## src/rtl/regfile_wb_arbiter.sv

```systemverilog
// regfile_wb_arbiter: arbitrates three writeback requesters onto the register-file write port and tracks pending writes for decode hazards
module regfile_wb_arbiter #(
  parameter int STARVE_LIMIT = 4
) (
  input  logic        clk,
  input  logic        rst,
  input  logic        mem_valid,
  input  logic [4:0]  mem_addr,
  input  logic [31:0] mem_data,
  output logic        mem_ready,
  input  logic        alu_valid,
  input  logic [4:0]  alu_addr,
  input  logic [31:0] alu_data,
  output logic        alu_ready,
  input  logic        md_valid,
  input  logic [4:0]  md_addr,
  input  logic [31:0] md_data,
  output logic        md_ready,
  output logic        RegWE,
  output logic [4:0]  write_addr,
  output logic [31:0] write_data,
  input  logic        issue_valid,
  input  logic [4:0]  issue_addr,
  output logic        issue_full,
  input  logic [4:0]  read_addr1,
  input  logic [4:0]  read_addr2,
  output logic [1:0]  pause
);
  localparam logic [2:0] LIM = 3'(STARVE_LIMIT);
  logic [2:0]  vld, starved, gnt;
  logic [2:0]  wait_q [3];
  logic [2:0]  wait_d [3];
  logic [1:0]  cnt_q [32];
  logic [1:0]  cnt_d [32];
  logic        we_q, we_d, inc_ok;
  logic [4:0]  addr_q, sel_addr;
  logic [31:0] data_q, sel_data;
  assign vld = {md_valid, alu_valid, mem_valid};
  // starved requesters win, and among them the slowest-draining unit (md) goes first
  always_comb begin
    for (int k = 0; k < 3; k++) starved[k] = vld[k] && wait_q[k] == LIM;
    gnt = |starved ? (starved[2] ? 3'b100 : starved[1] ? 3'b010 : 3'b001)
                   : (vld[0] ? 3'b001 : vld[1] ? 3'b010 : vld[2] ? 3'b100 : 3'b000);
    for (int k = 0; k < 3; k++)
      wait_d[k] = (vld[k] && !gnt[k]) ? (wait_q[k] == LIM ? LIM : wait_q[k] + 3'd1) : 3'd0;
  end
  assign {md_ready, alu_ready, mem_ready} = gnt;
  assign sel_addr = gnt[0] ? mem_addr : gnt[1] ? alu_addr : md_addr;
  assign sel_data = gnt[0] ? mem_data : gnt[1] ? alu_data : md_data;
  assign we_d     = |gnt && sel_addr != 5'd0;
  assign inc_ok   = issue_valid && issue_addr != 5'd0 && cnt_q[issue_addr] != 2'd3;
  always_comb begin
    cnt_d[0] = 2'd0;
    for (int i = 1; i < 32; i++) begin
      cnt_d[i] = cnt_q[i];
      if (inc_ok && issue_addr == 5'(i) && !(we_q && addr_q == 5'(i) && cnt_q[i] != 2'd0))
        cnt_d[i] = cnt_q[i] + 2'd1;
      else if (!(inc_ok && issue_addr == 5'(i)) && we_q && addr_q == 5'(i) && cnt_q[i] != 2'd0)
        cnt_d[i] = cnt_q[i] - 2'd1;
    end
  end
  always_ff @(posedge clk) begin
    if (!rst) begin
      we_q   <= 1'b0;
      addr_q <= 5'd0;
      data_q <= 32'd0;
      for (int k = 0; k < 3; k++) wait_q[k] <= 3'd0;
      for (int i = 0; i < 32; i++) cnt_q[i] <= 2'd0;
    end else begin
      we_q <= we_d;
      if (we_d) begin
        addr_q <= sel_addr;
        data_q <= sel_data;
      end
      for (int k = 0; k < 3; k++) wait_q[k] <= wait_d[k];
      for (int i = 0; i < 32; i++) cnt_q[i] <= cnt_d[i];
    end
  end
  assign RegWE      = we_q;
  assign write_addr = addr_q;
  assign write_data = data_q;
  assign issue_full = issue_addr != 5'd0 && cnt_q[issue_addr] == 2'd3;
  assign pause = {read_addr2 != 5'd0 && cnt_q[read_addr2] != 2'd0,
                  read_addr1 != 5'd0 && cnt_q[read_addr1] != 2'd0};
endmodule

```

## config.mk

```make
export PLATFORM = sky130hd
export DESIGN_NAME = regfile_wb_arbiter
export DESIGN_NICKNAME = d
export VERILOG_FILES = /design/src/rtl/regfile_wb_arbiter.sv
export SDC_FILE = /design/constraint.sdc
export NUM_CORES = 1
export LEC_CHECK = 0
export ABC_AREA = 1
export CAP_MARGIN = 20
export CORE_MARGIN = 5
export CORE_UTILIZATION = 25
export CTS_BUF_LIST = sky130_fd_sc_hd__clkbuf_2
export CTS_CLUSTER_DIAMETER = 40
export CTS_CLUSTER_SIZE = 12
export DETAILED_ROUTE_END_ITERATION = 12
export PLACE_DENSITY = 0.45
export SETUP_SLACK_MARGIN = 0.2
export SLEW_MARGIN = 5
export SYNTH_ARGS = -nofsm -noshare
export SYNTH_HDL_FRONTEND = slang
export SYNTH_SLANG_ARGS = --single-unit
export TNS_END_PERCENT = 1
```

## constraint.sdc

```tcl
create_clock -name clk -period 3 [get_ports clk]
set_input_delay 0.9 -clock clk [delete_from_list [all_inputs] [get_ports clk]]
set_output_delay 0.9 -clock clk [all_outputs]
set_load 0.005 [all_outputs]
```

==> impl_metrics.yaml <==
# implementation run metrics
route:
  dr_wl_met3_mm: 2.400
  dr.pass1.iters: 5
  via_per_inst: 4.569
  top_layer: "met5"
  initialDrtViolationCount: 565
  m1WireLength_mm: 14.69
  wl_met2_mm: 15.28
timing:
  setup_viol: 4
  fmax_ghz: 0.3222
  worst_pin_slew_ns: 0.7452
  fin_ws_ns: -0.1041
  max_slew_margin: 0.5027
  finalMaxSlewViolations: 0
clocking:
  clkTransAtPathRegs_ns: 0.32
  h-tree-depth: 3
  cts-buffers-inserted: 9
  cts_hold_buffers: 0
  post_cts_resize_count: 154
  cts_max_path_buffers: 2
final_layout:
  area_growth_pct: 41.68
  final_core_util: 0.3554
  lay_top_cells: "nand2_1, nor2_1, clkdlybuf4s50_1, inv_1, nand3_1"
  fin_nets: 1864
  fillers: 3762
  register_area_um2: 2267
  mi_logic_area_um2: 5353
place:
  dp_slack_ns: -0.9717
  placed_cell_area_um2: 11250
logic_synthesis:
  synth-adder-area-share: 0.008993
  synth_top_area_share: 0.2614
  yosys.area.top_type: "dfxtp_1"
  yosys-stat-cells: 1474
  yosysSeqAreaShare: 0.2614
  muxShareOfSynthArea: 0
  synthTopCellsByArea: "dfxtp_1, nand2_1, nor2_1"
  logic_family: "simple AND/OR/NAND/NOR gates"
  ys_sh_xor: 0.002098
  ys_types: 40
  synth.cellmix.simpleShare: 0.4553
  synth_area_per_cell_um2: 5.664
  synth-compound-area-share: 0.1518
power_and_ir_drop:
  switching_power_mw: 1.121
  ir_drop_mv: 0.1767
  top_power_group: "registers"
  cellPowerDensity_nw_per_um2: 281.3
job:
  max_cap_viol_count: 0
grt:
  top_usage_layer: "met2"
  first_global_vias: 9518
  grt.met1_usage: 0.2267
outcome:
  status: "finished, violations left"
  failed_checks: "negative setup slack"
setup_path:
  slowest_delay_ns: 0.36
  cp.buffers_inverters: 3
  r2r_start: "wait_q[0][3]"
==> worst paths after layout <==
path	to	cells past startpoint	slack, ns
worst max-delay path	pause[1]	8	-0.10
worst min-delay path	wait_q[0][3]	1	0.44
worst max register to register	write_data[15]	16	0.60
worst min register to register	wait_q[0][3]	1	0.44
==> final cells by class <==
type | instances | share of cell area
clock inverters | 7 | 0.007722
repair buffers | 304 | 0.2405
flip-flops and latches | 109 | 0.1917
inverters | 172 | 0.05501
repair inverters | 2 | 0.0009521
well taps | 448 | 0.04739
multi-input cells | 1128 | 0.4526
clock buffers | 9 | 0.003808
diodes | 2 | 0.0004231
==> state kept, by name, summed over array words and instances, names as in the netlist <==
| name | flops |
|---|---|
| write_addr | 5 |
| cnt_q | 62 |
| wait_q | 9 |
| write_data | 32 |
| RegWE | 1 |
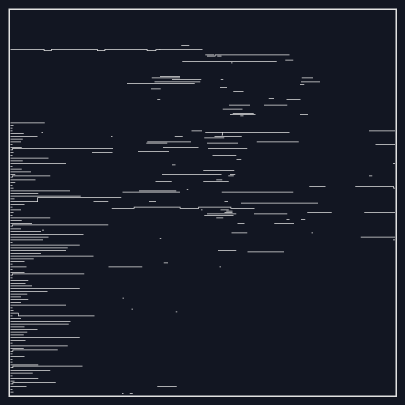
met3.png
Drawn at 2 px/µm.
main direction: horizontal
share of all routed wire: 7.2%
longest straight run: 50.1 µm
nets with wire on the layer: 173
wire length on this layer: 2400 µm
via count: 9966
grt met3 use: 0.04920
Total Routed Length: 33.18 mm

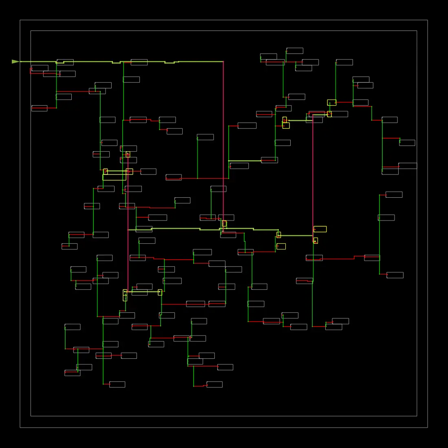
final_clocks.png
clock-net power: 0.815 mW
Late-Pin Clk Latency: 0.69 ns

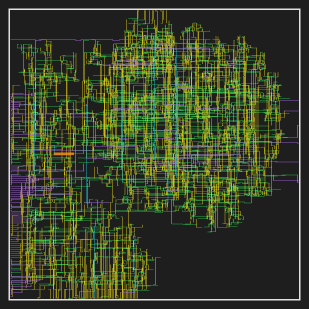
metal_stack.png
Drawn at 1.5 px/µm.
| layer | colour | wire length |
|---|---|---|
| met1 | green | 14700 µm |
| met4 | cyan | 794 µm |
| met2 | yellow | 15300 µm |
| met5 | orange | 12.0 µm |
| met3 | purple | 2400 µm |
GRT Util Overall: 0.1788
WL/cell: 15.21 µm

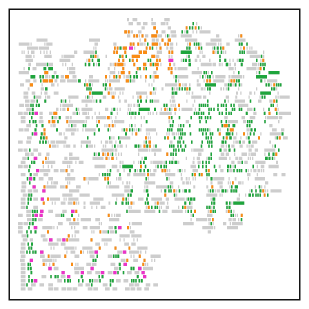
gate_families.png
Drawn at 1.5 px/µm.
| family | colour | cells |
|---|---|---|
| AND-OR and OR-AND gates | magenta | 34 |
| inverting AOI/OAI gates | orange | 188 |
| NAND gates | green | 578 |
Non-Filler Instances: 2181
Top cell excl fill/tap: nand2_1

Power figures rest on the tool's default switching activity, not on a simulated workload.
